===== config.mk =====
export PLATFORM = sky130hd
export DESIGN_NAME = psram_port_arbiter
export DESIGN_NICKNAME = d
export VERILOG_FILES = /design/src/rtl/psram_port_arbiter.sv
export SDC_FILE = /design/constraint.sdc
export NUM_CORES = 1
export LEC_CHECK = 0
export CAP_MARGIN = 40
export CORE_MARGIN = 3
export CORE_UTILIZATION = 44
export CTS_BUF_LIST = sky130_fd_sc_hd__clkbuf_4
export CTS_CLUSTER_DIAMETER = 150
export DETAILED_ROUTE_END_ITERATION = 10
export GPL_TIMING_DRIVEN = 0
export PLACE_DENSITY = 0.89
export SLEW_MARGIN = 5
export SYNTH_ARGS = -nofsm -noshare
export SYNTH_HDL_FRONTEND = slang
export SYNTH_SLANG_ARGS = --single-unit
export TNS_END_PERCENT = 50

===== constraint.sdc =====
create_clock -name clk -period 2.5 [get_ports clk]
set_input_delay 0.75 -clock clk [delete_from_list [all_inputs] [get_ports clk]]
set_output_delay 0.75 -clock clk [all_outputs]
set_load 0.005 [all_outputs]

===== src/rtl/psram_port_arbiter.sv =====
// Two-port round-robin arbiter in front of a single-command PSRAM controller.
// Serialises one operation at a time: grant, strobe, wait for busy to rise and fall, ack.
module psram_port_arbiter #(
    parameter int unsigned ADDR_W = 22
) (
    input  logic              clk,
    input  logic              reset,
    input  logic              p0_req,
    input  logic              p0_wr,
    input  logic [ADDR_W-1:0] p0_addr,
    input  logic [15:0]       p0_din,
    input  logic              p0_byte,
    output logic              p0_ack,
    input  logic              p1_req,
    input  logic              p1_wr,
    input  logic [ADDR_W-1:0] p1_addr,
    input  logic [15:0]       p1_din,
    input  logic              p1_byte,
    output logic              p1_ack,
    output logic [15:0]       rdata,
    output logic              mem_read,
    output logic              mem_write,
    output logic [ADDR_W-1:0] mem_addr,
    output logic [15:0]       mem_din,
    output logic              mem_byte,
    input  logic              mem_busy,
    input  logic [15:0]       mem_dout
);

    localparam int unsigned DATA_W = 16;

    typedef enum logic [1:0] {
        IDLE       = 2'd0,
        ISSUE      = 2'd1,
        WAIT_START = 2'd2,
        WAIT_DONE  = 2'd3
    } state_e;

    state_e              state_q, state_d;
    logic                last_q, last_d;
    logic                gnt_q, gnt_d;
    logic                wr_q, wr_d;
    logic                mem_read_q, mem_read_d;
    logic                mem_write_q, mem_write_d;
    logic [ADDR_W-1:0]   mem_addr_q, mem_addr_d;
    logic [DATA_W-1:0]   mem_din_q, mem_din_d;
    logic                mem_byte_q, mem_byte_d;
    logic                p0_ack_q, p0_ack_d;
    logic                p1_ack_q, p1_ack_d;
    logic [DATA_W-1:0]   rdata_q, rdata_d;
    logic                sel;
    logic                sel_wr;

    // Next-state and output logic; a pending ack blocks a grant so a stale req is never re-served
    always_comb begin
        state_d     = state_q;
        last_d      = last_q;
        gnt_d       = gnt_q;
        wr_d        = wr_q;
        mem_read_d  = 1'b0;
        mem_write_d = 1'b0;
        mem_addr_d  = mem_addr_q;
        mem_din_d   = mem_din_q;
        mem_byte_d  = mem_byte_q;
        p0_ack_d    = 1'b0;
        p1_ack_d    = 1'b0;
        rdata_d     = rdata_q;
        sel         = (p0_req && p1_req) ? ~last_q : p1_req;
        sel_wr      = sel ? p1_wr : p0_wr;

        unique case (state_q)
            IDLE: begin
                if (!mem_busy && !p0_ack_q && !p1_ack_q && (p0_req || p1_req)) begin
                    gnt_d       = sel;
                    last_d      = sel;
                    wr_d        = sel_wr;
                    mem_addr_d  = sel ? p1_addr : p0_addr;
                    mem_din_d   = sel ? p1_din : p0_din;
                    mem_byte_d  = sel ? p1_byte : p0_byte;
                    mem_read_d  = ~sel_wr;
                    mem_write_d = sel_wr;
                    state_d     = ISSUE;
                end
            end
            ISSUE: begin
                state_d = WAIT_START;
            end
            WAIT_START: begin
                if (mem_busy) begin
                    state_d = WAIT_DONE;
                end
            end
            WAIT_DONE: begin
                if (!mem_busy) begin
                    p0_ack_d = ~gnt_q;
                    p1_ack_d = gnt_q;
                    if (!wr_q) begin
                        rdata_d = mem_dout;
                    end
                    state_d = IDLE;
                end
            end
            default: begin
                state_d = IDLE;
            end
        endcase
    end

    // State and output registers; last-grant resets to port 1 so port 0 wins first contention
    always_ff @(posedge clk) begin
        if (reset) begin
            state_q     <= IDLE;
            last_q      <= 1'b1;
            gnt_q       <= 1'b0;
            wr_q        <= 1'b0;
            mem_read_q  <= 1'b0;
            mem_write_q <= 1'b0;
            mem_addr_q  <= '0;
            mem_din_q   <= '0;
            mem_byte_q  <= 1'b0;
            p0_ack_q    <= 1'b0;
            p1_ack_q    <= 1'b0;
            rdata_q     <= '0;
        end else begin
            state_q     <= state_d;
            last_q      <= last_d;
            gnt_q       <= gnt_d;
            wr_q        <= wr_d;
            mem_read_q  <= mem_read_d;
            mem_write_q <= mem_write_d;
            mem_addr_q  <= mem_addr_d;
            mem_din_q   <= mem_din_d;
            mem_byte_q  <= mem_byte_d;
            p0_ack_q    <= p0_ack_d;
            p1_ack_q    <= p1_ack_d;
            rdata_q     <= rdata_d;
        end
    end

    assign mem_read  = mem_read_q;
    assign mem_write = mem_write_q;
    assign mem_addr  = mem_addr_q;
    assign mem_din   = mem_din_q;
    assign mem_byte  = mem_byte_q;
    assign p0_ack    = p0_ack_q;
    assign p1_ack    = p1_ack_q;
    assign rdata     = rdata_q;

endmodule


==> run_1/met3.png <==
Scale: 4 px per um.
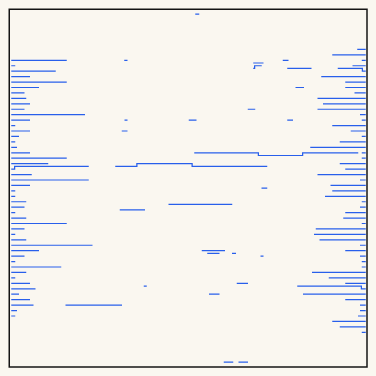
nets with wire on the layer = 115
share of all routed wire = 8.1%

==> run_1/metal_stack.png <==
Scale: 4 px per um. Two of the layers only.
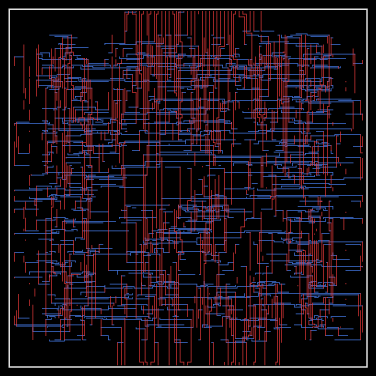
blue -> met1  # wire length 3800 um
red -> met2  # wire length 4340 um
total wire length after detailed routing: 9.08 mm
per-cell routed wire length: 15.5 um
vias after detailed routing: 3121
global-route usage over all layers: 22.8%

==> results_tabular.tex, run 1 <==
% Implementation results table
\begin{tabular}{lr}
\hline
Metric & Value \\
\hline
\multicolumn{2}{l}{\textbf{Status}} \\
Status & finished clean \\
\multicolumn{2}{l}{\textbf{CTS}} \\
Count of clock tree sinks & 64 \\
Number of buffers created by CTS & 9 \\
Number of instances resized during post-cts repair & 0 \\
Clock-pin transition on the worst setup and hold timing paths & 0.10 ns \\
Insertion delay to the later sink of the worst-skew pair & 0.40 ns \\
Number of setup buffers added after CTS & 0 \\
Root cell of the clock tree & clkbuf\_4 \\
Worst-case clock buffer depth & 2 \\
Number of buffers added to fix hold violations after cts & 0 \\
Clock tree from TritonCTS & yes \\
Total number of H-tree levels & 3 \\
\multicolumn{2}{l}{\textbf{Hold path}} \\
Endpoint of the worst hold path & p0\_ack \\
Count of cells along the worst hold path & 1 \\
Hold crit path type & flop to flop \\
Launch point of the worst hold path & gnt\_q \\
\multicolumn{2}{l}{\textbf{GRT}} \\
Largest net degree at the start of global routing & 12 \\
Via count of the first global-routing pass & 3107 \\
Global-route wire length before repair & 14.3 mm \\
Antenna violations before repair & 0 \\
Global route overflow & 0 \\
\multicolumn{2}{l}{\textbf{Critical path}} \\
Flop2flop setup slack & 0.62 ns \\
Worst-path maximum fanout & 10 \\
Worst Setup Path Type & input pin to flop \\
Critical path, cell by cell & clkdlybuf4s50\_1 > a21boi\_1 > clkbuf\_1 > nand2\_1 > a311oi\_2 \\
Required time of the worst setup path & 2.80 ns \\
Number of buffers and inverters on the critical path & 2 \\
Endpoint kind of the worst setup timing path & flop \\
Critical path's largest stage delay & 0.52 ns \\
Worst flop-to-flop path endpoint & mem\_din[7] \\
Worst path slowest cell & clkdlybuf4s50\_1 \\
Crit path launch type & input pin \\
Worst Path Arrival & 2.48 ns \\
Crit path max-delay family & buffers and inverters \\
Startpoint of the most critical register-to-register path & state\_q[0] \\
Logic depth of the worst register-to-register path & 7 \\
\multicolumn{2}{l}{\textbf{Power and ir drop}} \\
Cell-internal power & 2350 uW \\
Part of the total power dissipated in combinational logic & 43.6\% \\
Switch share & 34.4\% \\
Clock group share of total power & 19.3\% \\
Net Sw Power & 1230 uW \\
Ratio of total power to cell area & 740 nW/um\^{}2 \\
Static leakage power & 0.00172 uW \\
Sequential share of power & 37.1\% \\
Highest ir drop seen on vdd & 367 uV \\
\multicolumn{2}{l}{\textbf{Synthesis}} \\
Net Count, Synth & 442 \\
Cells in synth\_stat.txt & 337 \\
Syn Std Cell Area & 3040 um\^{}2 \\
Multiplexer share of the synthesized area & 0.824\% \\
Yosys warnings & 0 \\
Flops \& latches, synth & 64 \\
Chip area line of the yosys report & 3040 um\^{}2 \\
Basic-gate share of the synthesized area counting and, or, nand and nor cells & 17.1\% \\
Gate count after technology mapping & 337 \\
Per-instance average area after synthesis & 9.01 um\^{}2 \\
Post-synth tally of flip-flops with integrated enable & 0 \\
Primary flip-flop cell chosen by synthesis mapping & dfxtp\_1 \\
Yosys adder share & 1.65\% \\
Largest combinational cell category by area & AND-OR/OR-AND gates \\
Distinct cell type count after synthesis & 32 \\
Sequential cell area fraction in the yosys report & 42.2\% \\
FFs w/ async S/R, synth & 0\% \\
Post-synthesis xor/xnor area fraction & 0\% \\
Aoi share & 31.7\% \\
\multicolumn{2}{l}{\textbf{Detailed routing}} \\
Via density per instance & 5.32 \\
DR pass1 iterations & 4 \\
Remaining number of nets flagged by the antenna check after routing & 0 \\
Number of DRC violations after detailed-routing iteration 0 & 117 \\
Number of remaining DRC errors & 0 \\
\multicolumn{2}{l}{\textbf{Run}} \\
OpenROAD warnings & 29 \\
Max-cap violation count & 0 \\
\multicolumn{2}{l}{\textbf{Die}} \\
Placeable core region & 6530 um\^{}2 \\
Floorplan utilization & 46.5\% \\
Die ar. & 7930 um\^{}2 \\
Number of top-level design ports & 160 \\
\# rows & 29 \\
Y dimension of the die & 89.1 um \\
Floorplan die width & 89.1 um \\
\multicolumn{2}{l}{\textbf{Final timing}} \\
Worst hold slack & 0.462 ns \\
Max Transition Viols Final & 0 \\
RSZ-0062 raised after global routing & no \\
Highest attainable clock frequency & 459 MHz \\
Worst slew pin tran & 0.735 ns \\
Relative slew margins & 51.0\% \\
Share of the cycle needed by the critical path after routing & 87.2\% \\
Setup skew after layout & 0.0182 ns \\
Tmin final & 2.18 ns \\
Setup violators final & 0 \\
Number of hold violations in the final report & 0 \\
\multicolumn{2}{l}{\textbf{Placed design}} \\
Cell Area, Placed & 4700 um\^{}2 \\
Count of input and output buffers & 157 \\
Post-DP HPWL & 6.92 mm \\
Routability congestion estimate from global placement & 0.796 \\
\multicolumn{2}{l}{\textbf{Cells and area}} \\
Most common library cell in the layout ignoring fill and taps & clkdlybuf4s50\_1 \\
Share of the core filled with cells in the final layout & 74.1\% \\
Area of all placed cells without fillers & 4840 um\^{}2 \\
Nets & 610 \\
Share of layout cells above drive strength 1 & 15.3\% \\
Antenna diode count & 0 \\
Area growth syn-to-layout & 59.4\% \\
Most used cells in the layout excluding fill and tap cells & clkdlybuf4s50\_1 (157), nand2\_1 (112), dfxtp\_1 (64) \\
\hline
\end{tabular}
==> run_1/registers.png <==
Scale: 6 px per um. Other sequential cells in the stronger grey, the rest of the logic in the fainter grey.
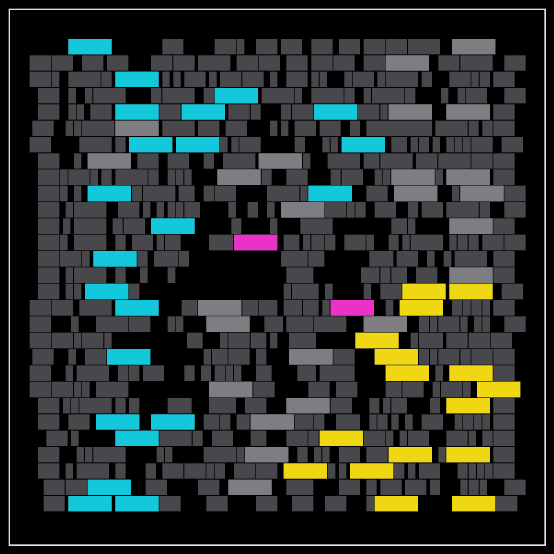
cyan -> mem_addr  # sequential cells 22
yellow -> rdata  # sequential cells 16
magenta -> state_q  # sequential cells 2

-- run 1: registers in the layout, indices dropped and copies added, names as in the netlist --
register and cells:
gnt_q 1, last_q 1, mem_addr 22, mem_byte 1, mem_din 16, mem_read 1, mem_write 1, p0_ack 1
p1_ack 1, rdata 16, state_q 2, wr_q 1
-- run 1: synthesized netlist by cell type (all sizes together) (2+ instances only) --
cell type / number / area [um^2]
nand2: 112 / 420
dfxtp: 64 / 1280
a21oi: 57 / 285
a311oi: 39 / 579
buf: 18 / 126
clkbuf: 15 / 56.3
ha: 4 / 50.1
inv: 4 / 15.0
nor3b: 3 / 27.5
a21bo: 2 / 20.0
o311ai: 2 / 17.5
-- run 1: routing by layer --
layer  track usage, %  share of wire (%)  up-vias
met5                0                  0        -
met2             40.7                 48      138
met3             5.53                8.1       23
met1             26.3                 42     1421
li1                 -                  -     1539
met4             8.66                2.2        0
-- run 1: how the worst max path moves through the flow --
stage	endpoint	depth (start not counted)	from
after floorplan	rdata[10]	6	mem_busy
after global placement	mem_din[12]	5	p1_req
after detailed placement	mem_din[13]	5	p1_req
after CTS	mem_din[13]	5	p1_req
after global routing	mem_din[13]	5	p1_req
final	mem_din[13]	5	p1_req
-- run 1: through the flow --
stage               TNS [ns]  std cells  power (uW)  worst slack (ns)
floorplan                  0        337        2220             0.689
global placement      -0.711        571        2870           -0.0459
detailed placement     -1.65        571        2910            -0.125
CTS                        0        587        3600             0.302
global route               0        587        3800             0.121
finish                     0        587        3580             0.320
-- run 1: logic make-up after synthesis --
family                     count (synthesis)
and+or+nand+nor                          123
muxes                                      2
buffers and inverters                     37
AOI/OAI and AO/OA                        107
DFF                                       64
adders and majority gates                  4
-- run 1: cell type report --
| class | count | area (um^2) |
|---|---|---|
| buffer | 33 | 183 |
| clock buffer | 10 | 75.1 |
| clock inverter | 6 | 60.1 |
| fill | 500 | 1690 |
| inverter | 4 | 15.0 |
| multi-input combinational | 236 | 1560 |
| sequential | 64 | 1280 |
| tap | 77 | 96.3 |
| timing repair buffer | 157 | 1570 |
-- run 1: power groups by stage --
stage / sequential (uW) / combinational, uW / clock (uW)
after floorplan: 1350 / 873 / 0
after global placement: 1340 / 1530 / 0
after detailed placement: 1350 / 1570 / 0
after CTS: 1330 / 1580 / 697
after global routing: 1350 / 1710 / 741
final: 1330 / 1560 / 690
==> run_1/final_placement.png <==
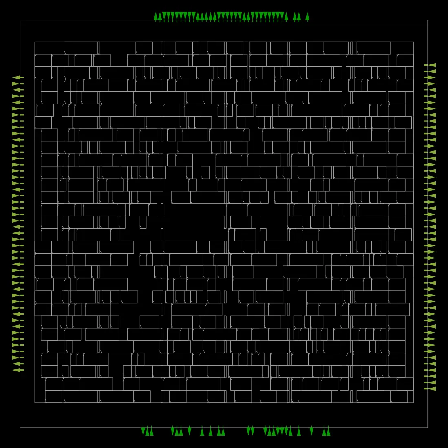

==> run 2: changes to the inputs <==
Settings changed: CORE_MARGIN 3 to unset, SLEW_MARGIN 5 to 10.
==> run_2/final_placement.png <==
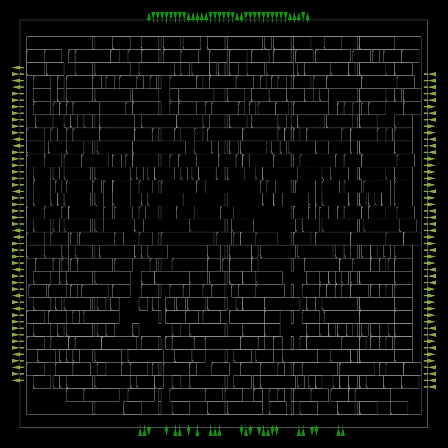
flip-flops: 64
Cell Count, Final, Fillers Out: 587
share of the core filled with cells in the final layout: 74.9%
placeable core region: 6490 um^2
# rows: 29

==> run_2/registers.png <==
Scale: 6 px per um. Other sequential cells in the stronger grey, the rest of the logic in the fainter grey.
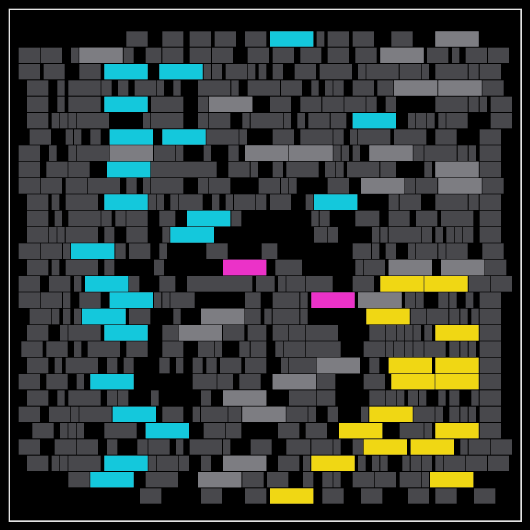
yellow -> rdata  # sequential cells 16
magenta -> state_q  # sequential cells 2
cyan -> mem_addr  # sequential cells 22
power of the sequential group: 1330 uW
flop share of the area: 26.3%
Sequential Area: 1280 um^2

==> results_tabular.tex, run 2 <==
% Implementation results table
\begin{tabular}{lr}
\hline
Metric & Value \\
\hline
\multicolumn{2}{l}{\textbf{Status}} \\
Status & finished clean \\
\multicolumn{2}{l}{\textbf{Synthesis}} \\
Flops \& latches, synth & 64 \\
Gate count after technology mapping & 337 \\
Net Count, Synth & 442 \\
Distinct cell type count after synthesis & 32 \\
Fraction of synthesized cell area taken by the top area cell type & 42.2\% \\
Top cell type by total area after synthesis & dfxtp\_1 \\
Syn Std Cell Area & 3040 um\^{}2 \\
Chip area line of the yosys report & 3040 um\^{}2 \\
Post-synth tally of flip-flops with integrated enable & 0 \\
Primary flip-flop cell chosen by synthesis mapping & dfxtp\_1 \\
Count leader, synth & nand2\_1 \\
Sequential cell area fraction in the yosys report & 42.2\% \\
Per-instance average area after synthesis & 9.01 um\^{}2 \\
Largest cells by area after synthesis & dfxtp\_1 (42\%), a311oi\_2 (19\%), nand2\_1 (14\%) \\
\multicolumn{2}{l}{\textbf{Detailed routing}} \\
DR pass1 iterations & 4 \\
Total wire length after detailed routing & 8.86 mm \\
Via density per instance & 5.32 \\
Number of remaining DRC errors & 0 \\
Per-cell routed wire length & 15.1 um \\
Number of DRC violations after detailed-routing iteration 0 & 112 \\
Remaining number of nets flagged by the antenna check after routing & 0 \\
\multicolumn{2}{l}{\textbf{Final timing}} \\
Accumulated negative setup slack & 0 ns \\
Worst slew pin tran & 0.707 ns \\
Setup violators final & 0 \\
Tmin final & 2.17 ns \\
Setup skew after layout & 0.0186 ns \\
Relative slew margins & 52.8\% \\
Max Transition Viols Final & 0 \\
\multicolumn{2}{l}{\textbf{Cells and area}} \\
Most common library cell in the layout ignoring fill and taps & clkdlybuf4s50\_1 \\
Area growth syn-to-layout & 60.2\% \\
Antenna diode count & 0 \\
Area of all placed cells without fillers & 4860 um\^{}2 \\
Combinational gate area & 1560 um\^{}2 \\
Nets & 610 \\
\multicolumn{2}{l}{\textbf{CTS}} \\
Clock tree from TritonCTS & yes \\
Number of instances resized during post-cts repair & 0 \\
Total number of H-tree levels & 3 \\
Number of buffers added to fix hold violations after cts & 0 \\
Number of setup buffers added after CTS & 0 \\
Root cell of the clock tree & clkbuf\_4 \\
Number of buffers created by CTS & 9 \\
Count of clock tree sinks & 64 \\
\multicolumn{2}{l}{\textbf{Die}} \\
Number of top-level design ports & 160 \\
Floorplan utilization & 46.8\% \\
Die ar. & 7240 um\^{}2 \\
\multicolumn{2}{l}{\textbf{Power and ir drop}} \\
Highest ir drop seen on vdd & 424 uV \\
Ratio of total power to cell area & 755 nW/um\^{}2 \\
Total Power & 3670 uW \\
Clock group share of total power & 21.5\% \\
Part of the total power dissipated in combinational logic & 42.3\% \\
\multicolumn{2}{l}{\textbf{GRT}} \\
Global-route wire length before repair & 14.4 mm \\
Largest net degree at the start of global routing & 12 \\
Via count of the first global-routing pass & 3050 \\
Global-route usage over all layers & 25.4\% \\
\multicolumn{2}{l}{\textbf{Run}} \\
Max-cap violation count & 0 \\
OpenROAD warnings & 29 \\
\multicolumn{2}{l}{\textbf{Placed design}} \\
Cell Area, Placed & 4700 um\^{}2 \\
Post-DP HPWL & 6.71 mm \\
\multicolumn{2}{l}{\textbf{Critical path}} \\
Endpoint kind of the worst setup timing path & flop \\
Worst-path maximum fanout & 10 \\
Worst Path Arrival & 2.49 ns \\
\multicolumn{2}{l}{\textbf{Hold path}} \\
Hold crit path type & flop to flop \\
\hline
\end{tabular}
[run 2: cell counts after synthesis]
Identical to the previous run, type by type.
[run 2: cells by family after synthesis]
family | share of synthesized area (%)
and+or+nand+nor | 17.1
AOI/OAI and AO/OA | 31.7
DFF | 42.2
buffers and inverters | 6.51
adders and majority gates | 1.65
muxes | 0.824
[run 2: metal layers]
metal	routed length (um)	vias to the layer above	track usage (%)
met5	0	-	0
met4	225	0	10.2
met3	722	19	9.24
met2	4280	129	43.6
met1	3630	1442	28.7
li1	-	1535	-
[run 2: worst paths after layout]
| kind | from | to | slack, ns | cells past startpoint |
|---|---|---|---|---|
| setup / recovery | p1_req | mem_addr[4] | 0.33 | 5 |
| hold / removal | gnt_q | p0_ack | 0.45 | 1 |
| setup reg to reg | state_q[0] | mem_addr[2] | 0.67 | 7 |
| hold reg to reg | gnt_q | p0_ack | 0.45 | 1 |
[run 2: layout make-up]
class                           count  area share [%]
Multi-Input combinational cell    236            32.0
Buffer                             33            3.76
Inverter                            4           0.309
Timing Repair Buffer              157            32.3
Clock inverter                      6            1.72
Sequential cell                    64            26.3
Tap cell                           77            1.98
Clock buffer                       10            1.54
[run 2: power groups by stage]
stage | registers [uW] | logic (uW) | clock network, uW
global route | 1350 | 1700 | 861
floorplan | 1350 | 873 | 0
finish | 1330 | 1550 | 790
CTS | 1330 | 1560 | 804
global placement | 1340 | 1520 | 0
detailed placement | 1350 | 1560 | 0
[run 2: critical path: stages]
cell and delay [ns]:
clkdlybuf4s50_1 0.53, a21boi_1 0.38, clkbuf_1 0.41, nand2_1 0.13, a311oi_2 0.27
[run 2: stage by stage]
| stage | util (%) | hold WS (ns) | setup WS, ns |
|---|---|---|---|
| final | 74.9 | 0.452 | 0.327 |
| after global routing | 74.9 | 0.462 | 0.206 |
| after CTS | 74.9 | 0.452 | 0.353 |
| after detailed placement | 72.4 | 0.447 | -0.0762 |
| after global placement | 72.4 | 0.435 | -0.0444 |
| after floorplan | - | 0.405 | 0.689 |
Power figures rest on the tool's default switching activity, not on a simulated workload.
